<file path="src/rtl/traffic_pkg.sv">
// Shared types and constants for the two-road traffic timer.
package traffic_pkg;

    // Width of the seconds-remaining outputs and the phase counter.
    localparam int TIME_W = 5;

    // Light sequencer phases; NIGHT is the flashing-yellow override.
    typedef enum logic [2:0] {
        MG    = 3'd0,
        MY    = 3'd1,
        SG    = 3'd2,
        SY    = 3'd3,
        NIGHT = 3'd4
    } phase_t;

    // Light encodings as {red, yellow, green}.
    localparam logic [2:0] RED = 3'b100;
    localparam logic [2:0] YEL = 3'b010;
    localparam logic [2:0] GRN = 3'b001;
    localparam logic [2:0] OFF = 3'b000;

endpackage

</file>
<file path="src/rtl/sec_prescaler.sv">
// Free-running clock divider producing a one-cycle pulse every TICK_DIV cycles.
module sec_prescaler
    import traffic_pkg::*;
#(
    parameter int TICK_DIV = 100000000
) (
    input  logic clk,
    input  logic rst_n,
    output logic sec_tick
);

    localparam int CNT_W = (TICK_DIV > 1) ? $clog2(TICK_DIV) : 1;
    localparam logic [CNT_W-1:0] LAST = CNT_W'(TICK_DIV - 1);

    logic [CNT_W-1:0] div_cnt;

    // Count 0..TICK_DIV-1 and wrap; only reset restarts the count.
    always_ff @(posedge clk) begin
        if (!rst_n) begin
            div_cnt <= '0;
        end else if (div_cnt == LAST) begin
            div_cnt <= '0;
        end else begin
            div_cnt <= div_cnt + 1'b1;
        end
    end

    // Tick is decoded from the registered count, so it is glitch-free and one cycle wide.
    assign sec_tick = (div_cnt == LAST);

endmodule

</file>
<file path="src/rtl/traffic_timer.sv">
// Four-phase traffic-light sequencer with night flashing mode and countdown outputs.
module traffic_timer
    import traffic_pkg::*;
#(
    parameter int TICK_DIV   = 100000000,
    parameter int MAIN_GREEN = 25,
    parameter int SUB_GREEN  = 15,
    parameter int YELLOW     = 3
) (
    input  logic              clk,
    input  logic              rst_n,
    input  logic              night,
    output logic [TIME_W-1:0] main_rest_time,
    output logic [TIME_W-1:0] sub_rest_time,
    output logic [2:0]        main_light,
    output logic [2:0]        sub_light,
    output logic              dis,
    output logic              non,
    output logic              sec_tick
);

    localparam logic [TIME_W-1:0] T_MAIN = TIME_W'(MAIN_GREEN);
    localparam logic [TIME_W-1:0] T_SUB  = TIME_W'(SUB_GREEN);
    localparam logic [TIME_W-1:0] T_YEL  = TIME_W'(YELLOW);
    localparam logic [TIME_W-1:0] T_ONE  = TIME_W'(1);

    phase_t            phase, phase_nxt;
    logic [TIME_W-1:0] cnt, cnt_nxt;
    logic              blink, blink_nxt;

    sec_prescaler #(
        .TICK_DIV (TICK_DIV)
    ) u_prescaler (
        .clk      (clk),
        .rst_n    (rst_n),
        .sec_tick (sec_tick)
    );

    // Sequencer state register.
    always_ff @(posedge clk) begin
        if (!rst_n) begin
            phase <= MG;
            cnt   <= T_MAIN;
            blink <= 1'b0;
        end else begin
            phase <= phase_nxt;
            cnt   <= cnt_nxt;
            blink <= blink_nxt;
        end
    end

    // Next-state: night request beats the tick; a tick on the night-entry edge is dropped.
    always_comb begin
        phase_nxt = phase;
        cnt_nxt   = cnt;
        blink_nxt = blink;
        if (night) begin
            if (phase != NIGHT) begin
                phase_nxt = NIGHT;
                blink_nxt = 1'b0;
            end else if (sec_tick) begin
                blink_nxt = ~blink;
            end
        end else if (phase == NIGHT) begin
            phase_nxt = MG;
            cnt_nxt   = T_MAIN;
            blink_nxt = 1'b0;
        end else if (sec_tick) begin
            if (cnt > T_ONE) begin
                cnt_nxt = cnt - 1'b1;
            end else begin
                case (phase)
                    MG: begin
                        phase_nxt = MY;
                        cnt_nxt   = T_YEL;
                    end
                    MY: begin
                        phase_nxt = SG;
                        cnt_nxt   = T_SUB;
                    end
                    SG: begin
                        phase_nxt = SY;
                        cnt_nxt   = T_YEL;
                    end
                    default: begin
                        phase_nxt = MG;
                        cnt_nxt   = T_MAIN;
                    end
                endcase
            end
        end
    end

    // Output decode from registered phase/cnt/blink only; the red road also waits out the yellow.
    always_comb begin
        main_light     = OFF;
        sub_light      = OFF;
        main_rest_time = cnt;
        sub_rest_time  = cnt;
        dis            = 1'b1;
        non            = 1'b0;
        case (phase)
            MG: begin
                main_light    = GRN;
                sub_light     = RED;
                sub_rest_time = cnt + T_YEL;
            end
            MY: begin
                main_light = YEL;
                sub_light  = RED;
            end
            SG: begin
                main_light     = RED;
                sub_light      = GRN;
                main_rest_time = cnt + T_YEL;
            end
            SY: begin
                main_light = RED;
                sub_light  = YEL;
            end
            NIGHT: begin
                main_light     = blink ? YEL : OFF;
                sub_light      = blink ? YEL : OFF;
                main_rest_time = '0;
                sub_rest_time  = '0;
                dis            = 1'b0;
                non            = blink;
            end
            default: begin
                main_light = OFF;
                sub_light  = OFF;
            end
        endcase
    end

endmodule
</file>
<file path="config.mk">
export PLATFORM = sky130hd
export DESIGN_NAME = traffic_timer
export DESIGN_NICKNAME = d
export VERILOG_FILES = /design/src/rtl/traffic_pkg.sv /design/src/rtl/sec_prescaler.sv /design/src/rtl/traffic_timer.sv
export SDC_FILE = /design/constraint.sdc
export NUM_CORES = 1
export LEC_CHECK = 0
export ABC_AREA = 1
export CORE_MARGIN = 2
export CORE_UTILIZATION = 57
export DETAILED_ROUTE_END_ITERATION = 10
export PLACE_DENSITY = 0.79
export SLEW_MARGIN = 25
export SYNTH_ARGS = -nofsm -noshare
export SYNTH_HDL_FRONTEND = slang
export SYNTH_SLANG_ARGS = --single-unit
</file>
<file path="constraint.sdc">
create_clock -name clk -period 2.1 [get_ports clk]
set_input_delay 0.315 -clock clk [delete_from_list [all_inputs] [get_ports clk]]
set_output_delay 0.315 -clock clk [all_outputs]
set_load 0.01 [all_outputs]
</file>
==> run_1/gate_families.png <==
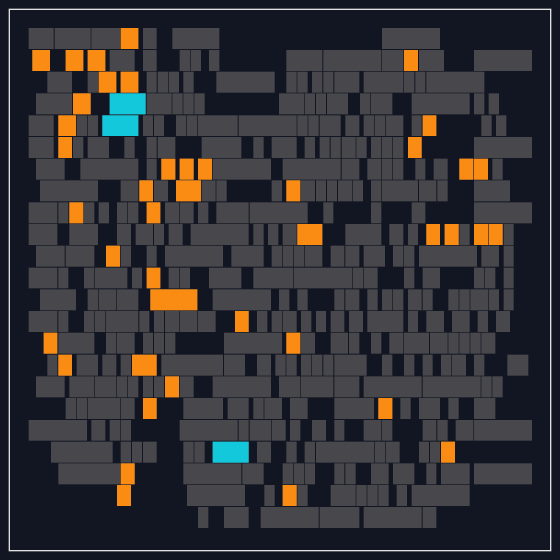
colour	family	cells	most used
cyan	adder and majority cells	3	ha_1
orange	inverting AOI/OAI gates	42	a21oi_1

==> run_1/metal_stack.png <==
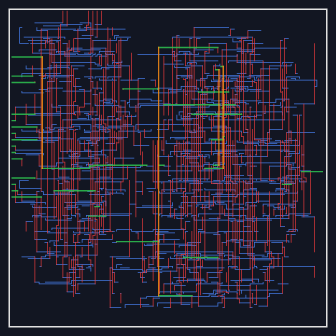
colour	layer	wire length
green	met3	178 µm
orange	met4	119 µm
blue	met1	2360 µm
red	met2	2680 µm

==> run_1/clock_map.png <==
The bar under the picture is 20 µm long.
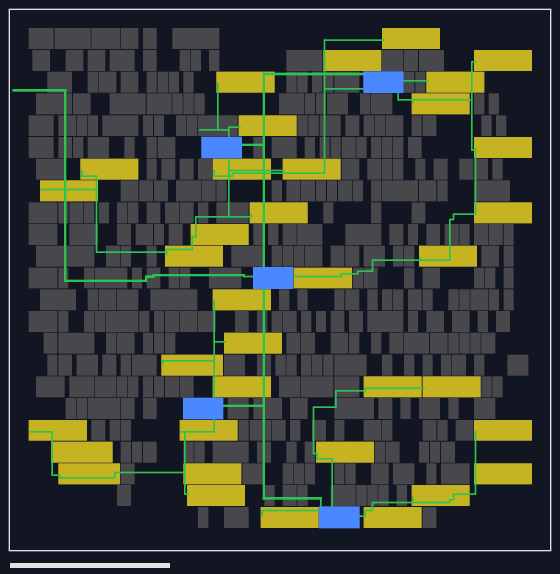
[green] clock wires | length: 473 µm
[yellow] flip-flops | count: 36
[blue] cells driving clock nets | count: 5
routed clock nets	6

==> run_1/port_nets.png <==
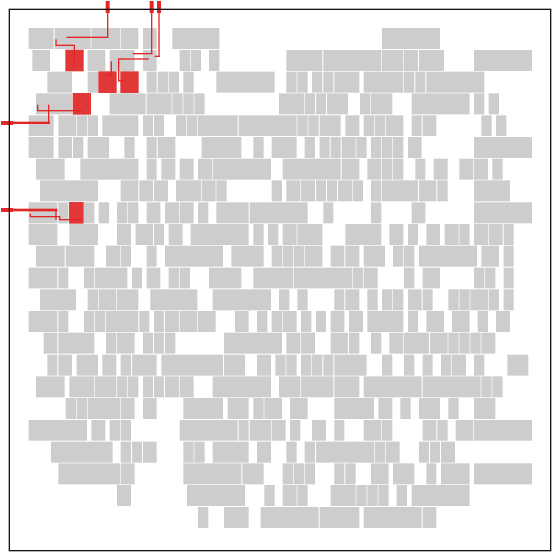
colour	port	bits	direction	end cells	buffers	wire
red	`sub_rest_time`	5	output	5	5	63.2 µm

==> impl_metrics.toml, run 1 <==
# flow metrics
[status]
status = "complete, no violations"

[finish]
area_delta_synth_final_pct = 20.6
drive_gt1_share_pct = 17.7
final_area_um2 = 2770
fin_util_pct = 70.3

[pwr]
p_sw_mw = 0.447
leakagePower_nw = 1.18
peakVddDrop_uv = 362
p_int_mw = 1.14
p_comb_share_pct = 21.1
clkPwrFrac_pct = 33.5

[detailed_routing]
drc_errors = 0
drtIter0Drc = 99
wl_per_cell_um = 12.1
routed_wl_mm = 5.34
ant_nets = 0

[global_routing]
gr-total-overflow = 0
antenna_found_initial = 0
grt_max_degree = 13

[final_timing]
finalHoldViolCount = 0
fmaxAchievable_mhz = 498
finalSetupTns_ns = 0
slew_viol_final = 0
clock_skew_ns = 0.0118
fin_crit_sh_pct = 95.6
worst_slack_ns = 0.0914
timing.hold.ws_ns = 0.486
period_needed_ns = 2.01
setup_violations = 0

[floorplan]
die_w_um = 67.5
die_h_um = 67.5
die_area_um2 = 4560

[job]
drv_cap = 0
tool_warnings = 27

[synth]
largest_area_cell = "dfxtp_1"
yosys_cells = 351
avgSynthCellArea_um2 = 6.55
async_reset_ff_share_pct = 0
synth_area_um2 = 2300
postSynthSeqShare_pct = 31.4
edf_count = 0
netlist_instances = 351
synth_flops = 36
top_area_share_pct = 31.4
synth_nets = 357
flop_cell = "dfxtp_1"
yosys-top-cells-area = "dfxtp_1 31%, nand2_1 12%, nor2_1 9.8%, nand3_1 6.8%, inv_1 6.7%"

[placed_design]
dpl_cell_area_um2 = 2650
place_hpwl_mm = 4.22
io_buffers = 21
place_congestion = 0.966
pre_cts_ws_ns = 0.0460

[critical_path]
critPathLaunch = "phase[1]$_SDFFE_PN0P_"
path_max_fanout = 4
max_stage_delay_ns = 0.56
crit_chain = "nor2_4, inv_2, nor2_4, inv_2, o21ai_0, clkdlybuf4s50_1"
r2r_start = "u_prescaler.div_cnt[1]$_SDFF_PP0_"
critical_path_arrival_ns = 1.69
worstSetupEndpointType = "output port"
crit_end = "sub_light[1]"
crit_required_ns = 1.78
r2r_setup_slack_ns = 0.33

[cts]
clock_latency_ns = 0.29
numCtsBuffers = 5
postCtsHoldBufs = 0
htree_levels = 2
cts_tree = "done"
cts-root-buf = "clkbuf_8"
cts_sinks = 36

[worst_hold_path]
worstHoldPathType = "reg -> reg"
run 1: cell usage after synthesis, types with 2 or more instances:
master    n
nand3_1  31
a21oi_2   3
nor2_4    4
ha_1      3
o21ai_0  11
nor2_2    6
nand4_1   5
xnor2_1   4
dfxtp_1  36
nor3b_2   4
nor3_1    9
inv_2     6
inv_1    41
nor3b_1   3
o21ai_1   2
nand2_2   7
nand2_1  71
xor2_1    8
o22ai_1   8
a21oi_1  17
nand2_4   3
nor2_1   60
run 1: cell families (layout without fill, tap and decap cells):
group           after synthesis  count (layout)  synth area share (%)
compound gates               43              43                  10.9
xor+xnor                     12              12                  4.57
fa+ha+maj                     3               3                  1.63
buf+inv                      50              89                  8.71
flops                        36              36                  31.4
simple gates                207             207                  42.8
run 1: per-layer routing:
layer	wire length (µm)	track usage, %
met3	177	4.50
met2	2680	45.7
met5	0	0
met4	119	12.0
met1	2360	30.3
run 1: placed cells by master (no fill, tap or decap), types with 2 or more instances in the layout:
master	instances
nand2_1	71
nor2_1	56
inv_1	40
dfxtp_1	33
nand3_1	31
a21oi_1	17
buf_4	14
o21ai_0	11
nor2_2	9
nor3_1	9
clkdlybuf4s50_1	9
o22ai_1	8
inv_2	7
xor2_1	7
nand2_2	7
clkbuf_8	7
nor2_4	5
nand4_1	5
nor3b_2	4
xnor2_1	4
dlygate4sd2_1	4
dlymetal6s2s_1	4
nand2_4	3
nor3b_1	3
a21oi_2	3
ha_1	3
clkbuf_2	3
dfxtp_2	3
o21ai_1	2
run 1: power groups by stage:
stage	clock [mW]	combinational (mW)	sequential (mW)
floorplan	0	0.194	0.731
global placement	0	0.341	0.732
detailed placement	0	0.342	0.733
CTS	0.548	0.335	0.719
global route	0.566	0.373	0.722
finish	0.532	0.335	0.720
run 1: per-stage QoR:
step,power (mW),instances
after floorplan,0.925,351
after global placement,1.07,432
after detailed placement,1.07,432
after CTS,1.60,440
after global routing,1.66,440
final,1.59,440
run 1: state kept, by name, summed over array words and instances, names as in the netlist:
name and cells:
u_prescaler.div_cnt 27, cnt 5, phase 3, blink 1
run 1: worst min path at each step:
stage | start | end | slack [ns] | cells after the start
finish | u_prescaler.div_cnt[22]$_SDFF_PP0_ | u_prescaler.div_cnt[22]$_SDFF_PP0_ | 0.49 | 1
global route | cnt[1]$_SDFFE_PN0P_ | cnt[1]$_SDFFE_PN0P_ | 0.52 | 2
CTS | u_prescaler.div_cnt[22]$_SDFF_PP0_ | u_prescaler.div_cnt[22]$_SDFF_PP0_ | 0.48 | 1
detailed placement | u_prescaler.div_cnt[22]$_SDFF_PP0_ | u_prescaler.div_cnt[22]$_SDFF_PP0_ | 0.47 | 1
global placement | u_prescaler.div_cnt[22]$_SDFF_PP0_ | u_prescaler.div_cnt[22]$_SDFF_PP0_ | 0.46 | 1
floorplan | rst_n | cnt[0]$_SDFFE_PN1P_ | 0.40 | 1
run 1: timing repair:
item	in CTS	in global routing
resized	14	16
pin swaps	1	0
setup buffers	1	0
setup endpoints to repair	15	9
run 1: layout make-up:
cell class | instances | area [µm²]
flip-flops and latches | 36 | 724
multi-input cells | 265 | 1410
repair buffers | 35 | 305
fillers | 345 | 1170
clock buffers | 7 | 96.3
inverters | 47 | 176
well taps | 50 | 62.6
==> run 1 -> run 2 <==
--- a/config.mk
+++ b/config.mk
@@ -7,9 +7,9 @@
 export LEC_CHECK = 0
 export ABC_AREA = 1
 export CORE_MARGIN = 2
-export CORE_UTILIZATION = 57
+export CORE_UTILIZATION = 52
 export DETAILED_ROUTE_END_ITERATION = 10
-export PLACE_DENSITY = 0.79
+export PLACE_DENSITY = 0.76
 export SLEW_MARGIN = 25
 export SYNTH_ARGS = -nofsm -noshare
 export SYNTH_HDL_FRONTEND = slang
==> constraint.sdc (replaced) <==
create_clock -name clk -period 1.8 [get_ports clk]
set_input_delay 0.27 -clock clk [delete_from_list [all_inputs] [get_ports clk]]
set_output_delay 0.27 -clock clk [all_outputs]
set_load 0.01 [all_outputs]
==> run_2/final_clocks.png <==
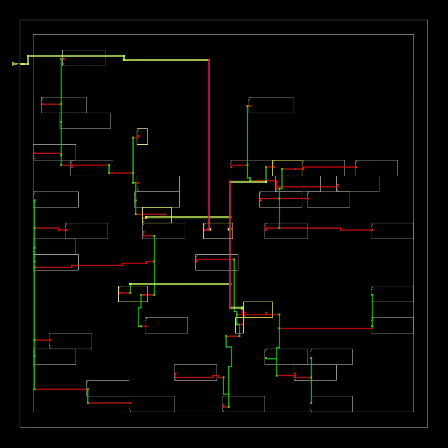
flop count: 36
clk latency late pin: 0.29 ns
cts bufs inserted: 5
Setup Skew: 0.0116 ns

==> impl_metrics.toml, run 2 <==
# flow metrics
[status]
status = "complete, no violations"

[detailed_routing]
firstDrtPassIters = 5
drc_errors = 0
wl_met1_mm = 3.10
top_layer_used = "met4"
routed_wl_mm = 6.77
drtIter0Drc = 241
wl_met3_um = 362
ant_nets = 0
routed-wl-met2_mm = 3.22
wl_per_cell_um = 13.8

[finish]
lay_top_count = "nand2_1"
registers.top_by_ff_count = "u_prescaler.div_cnt"
largest_reg_flops = 27
antenna_cells = 0
final_nets = 444
reg.largest.list = "u_prescaler.div_cnt (27), cnt (5), phase (3)"
lay_top_cells = "69 x nand2_1, 62 x buf_4, 53 x nor2_1"
area_delta_synth_final_pct = 38.1
final_area_um2 = 3170
drive_gt1_share_pct = 32.4

[final_timing]
fin_crit_sh_pct = 96.7
finalSetupTns_ns = 0
setup_violations = 0
fmaxAchievable_mhz = 575
worstMarginPinSlew_ns = 0.410
period_needed_ns = 1.74
slew_viol_final = 0
worst_slack_ns = 0.0594
timing.hold.ws_ns = 0.491
rsz0062_at_grt = "yes"
finalHoldViolCount = 0

[worst_hold_path]
hold_path.startpoint = "u_prescaler.div_cnt[22]$_SDFF_PP0_"
min_path_cells = 1
worstHoldPathType = "reg -> reg"
whs_endpoint = "u_prescaler.div_cnt[22]$_SDFF_PP0_"

[cts]
cts-root-buf = "clkbuf_8"
htree_levels = 2
cts_tree = "done"
clk_path_buf_depth = 2
postCtsHoldBufs = 0
cts_sinks = 36

[critical_path]
worstSetupEndpointType = "output port"
critical_path_arrival_ns = 1.47
timing.rr.end = "cnt[4]$_SDFFE_PN1P_"
cp_top_family = "simple AND/OR/NAND/NOR gates"
critPathBufInv = 2
ff2ff_path_depth = 11
max_stage_delay_ns = 0.32
crit_chain = "inv_1, nand2_1, nor2_2, nand3_2, nor4_4, buf_2"
start_kind = "register"
path_max_fanout = 2
r2r_start = "u_prescaler.div_cnt[0]$_SDFF_PP0_"
r2r_setup_slack_ns = 0.08
crit_required_ns = 1.53
cp_slowest_cell = "dfxtp_1"
critPathKind = "reg -> out"

[global_routing]
antenna_found_initial = 0
gr-total-overflow = 0
grt_first_pass_wirelength_mm = 10.5
grt_pass1_vias = 2331
grt_max_degree = 12

[synth]
edf_count = 0
avgSynthCellArea_um2 = 6.55
top_cell = "nand2_1"
yosys-top-cells-area = "dfxtp_1 31%, nand2_1 12%, nor2_1 9.8%, nand3_1 6.8%, inv_1 6.7%"
yosysUniqueCellTypes = 31
yosys-top-cells-count = "71 x nand2_1, 60 x nor2_1, 41 x inv_1"
largest_area_cell = "dfxtp_1"
yosys_cells = 351
async_reset_ff_share_pct = 0
netlist_instances = 351
postSynthSeqShare_pct = 31.4
flop_cell = "dfxtp_1"
synth_nets = 357
top_area_share_pct = 31.4
yosys-stat-area_um2 = 2300
synth_area_um2 = 2300
synth_flops = 36
yosysWarnings = 0

[placed_design]
dpl_cell_area_um2 = 2970
place_congestion = 0.947
io_buffers = 21
place_hpwl_mm = 4.69
pre_cts_ws_ns = -0.181

[floorplan]
die_area_um2 = 4970
io_pins = 22
die_w_um = 70.5
die_h_um = 70.5
fp-row-count = 24

[pwr]
peakVddDrop_uv = 395
powerDensity_nw_per_um2 = 585
p_total_mw = 1.85
leakagePower_nw = 1.41

[job]
tool_warnings = 29
drv_cap = 0
==> run_2/clock_map.png <==
The bar under the picture is 20 µm long.
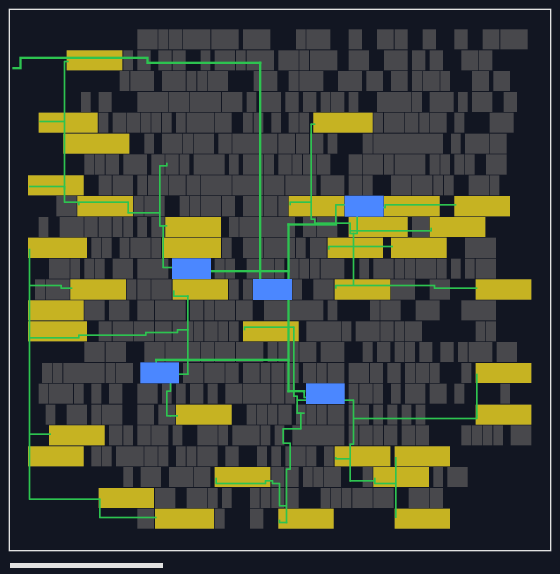
[blue] cells driving clock nets | count: 5
[green] clock wires | length: 498 µm
[yellow] flip-flops | count: 36
routed clock nets	6

==> run 2: cell counts after synthesis <==
Identical to the previous run, type by type.
==> run 2: timing repair <==
| item | 4_1_cts | 5_1_grt |
|---|---|---|
| pin swaps | 1 | 11 |
| cloned | 0 | 0 |
| resized | 43 | 47 |
| buffers inserted | 0 | 7 |
| setup endpoints to repair | 19 | 26 |
==> run 2: logic make-up (layout without fill, tap and decap cells) <==
group | Yosys count | count (layout) | synth area share [%]
buffers and inverters | 50 | 137 | 8.71
AOI/OAI and AO/OA | 43 | 43 | 10.9
and+or+nand+nor | 207 | 207 | 42.8
xor gates and xnor gates | 12 | 12 | 4.57
adders and majority gates | 3 | 3 | 1.63
DFF | 36 | 36 | 31.4
==> run 2: worst reg2reg max path, delay by kind of cell (launching register included) <==
family / cells / cell delay, ns
AOI/OAI and AO/OA: 1 / 0.17
adders and majority gates: 1 / 0.19
DFF: 1 / 0.34
buffers and inverters: 1 / 0.17
and+or+nand+nor: 8 / 0.74
==> run 2: how the worst max path moves through the flow <==
stage / cells past startpoint / endpoint / slack, ns / start
floorplan: 5 / sec_tick / 0.25 / u_prescaler.div_cnt[0]$_SDFF_PP0_
global placement: 6 / sec_tick / -0.14 / u_prescaler.div_cnt[0]$_SDFF_PP0_
detailed placement: 6 / sec_tick / -0.18 / u_prescaler.div_cnt[1]$_SDFF_PP0_
CTS: 6 / sec_tick / -0.02 / u_prescaler.div_cnt[1]$_SDFF_PP0_
global route: 11 / u_prescaler.div_cnt[11]$_SDFF_PP0_ / -0.03 / u_prescaler.div_cnt[8]$_SDFF_PP0_
finish: 6 / sec_tick / 0.06 / u_prescaler.div_cnt[17]$_SDFF_PP0_
==> run 2: metal layers <==
metal | GRT usage (%) | vias up
li1 | - | 1303
met1 | 37.8 | 1178
met2 | 40.4 | 78
met3 | 4.33 | 12
met4 | 6.41 | 0
met5 | 0 | -
==> run 2: final cells by class <==
class                      count  area, µm²
clock buffer                   6       72.6
clock inverter                 1       5.00
fill                         334       1120
inverter                      47        180
multi-input combinational    265       1490
sequential                    36        733
tap                           52       65.1
timing repair buffer          83        623
==> run 2: power by group <==
part | total [mW] | internal, mW | switching [mW]
sequential | 0.840 | 0.818 | 0.0212
combinational | 0.467 | 0.209 | 0.257
clock | 0.549 | 0.263 | 0.285
==> run 2: stage by stage <==
stage | util (%) | cells
after floorplan | - | 351
after global placement | 69.2 | 477
after detailed placement | 69.2 | 477
after CTS | 71.2 | 484
after global routing | 73.9 | 490
final | 73.9 | 490
No activity file was given, so power comes from the tool's default toggle rates.
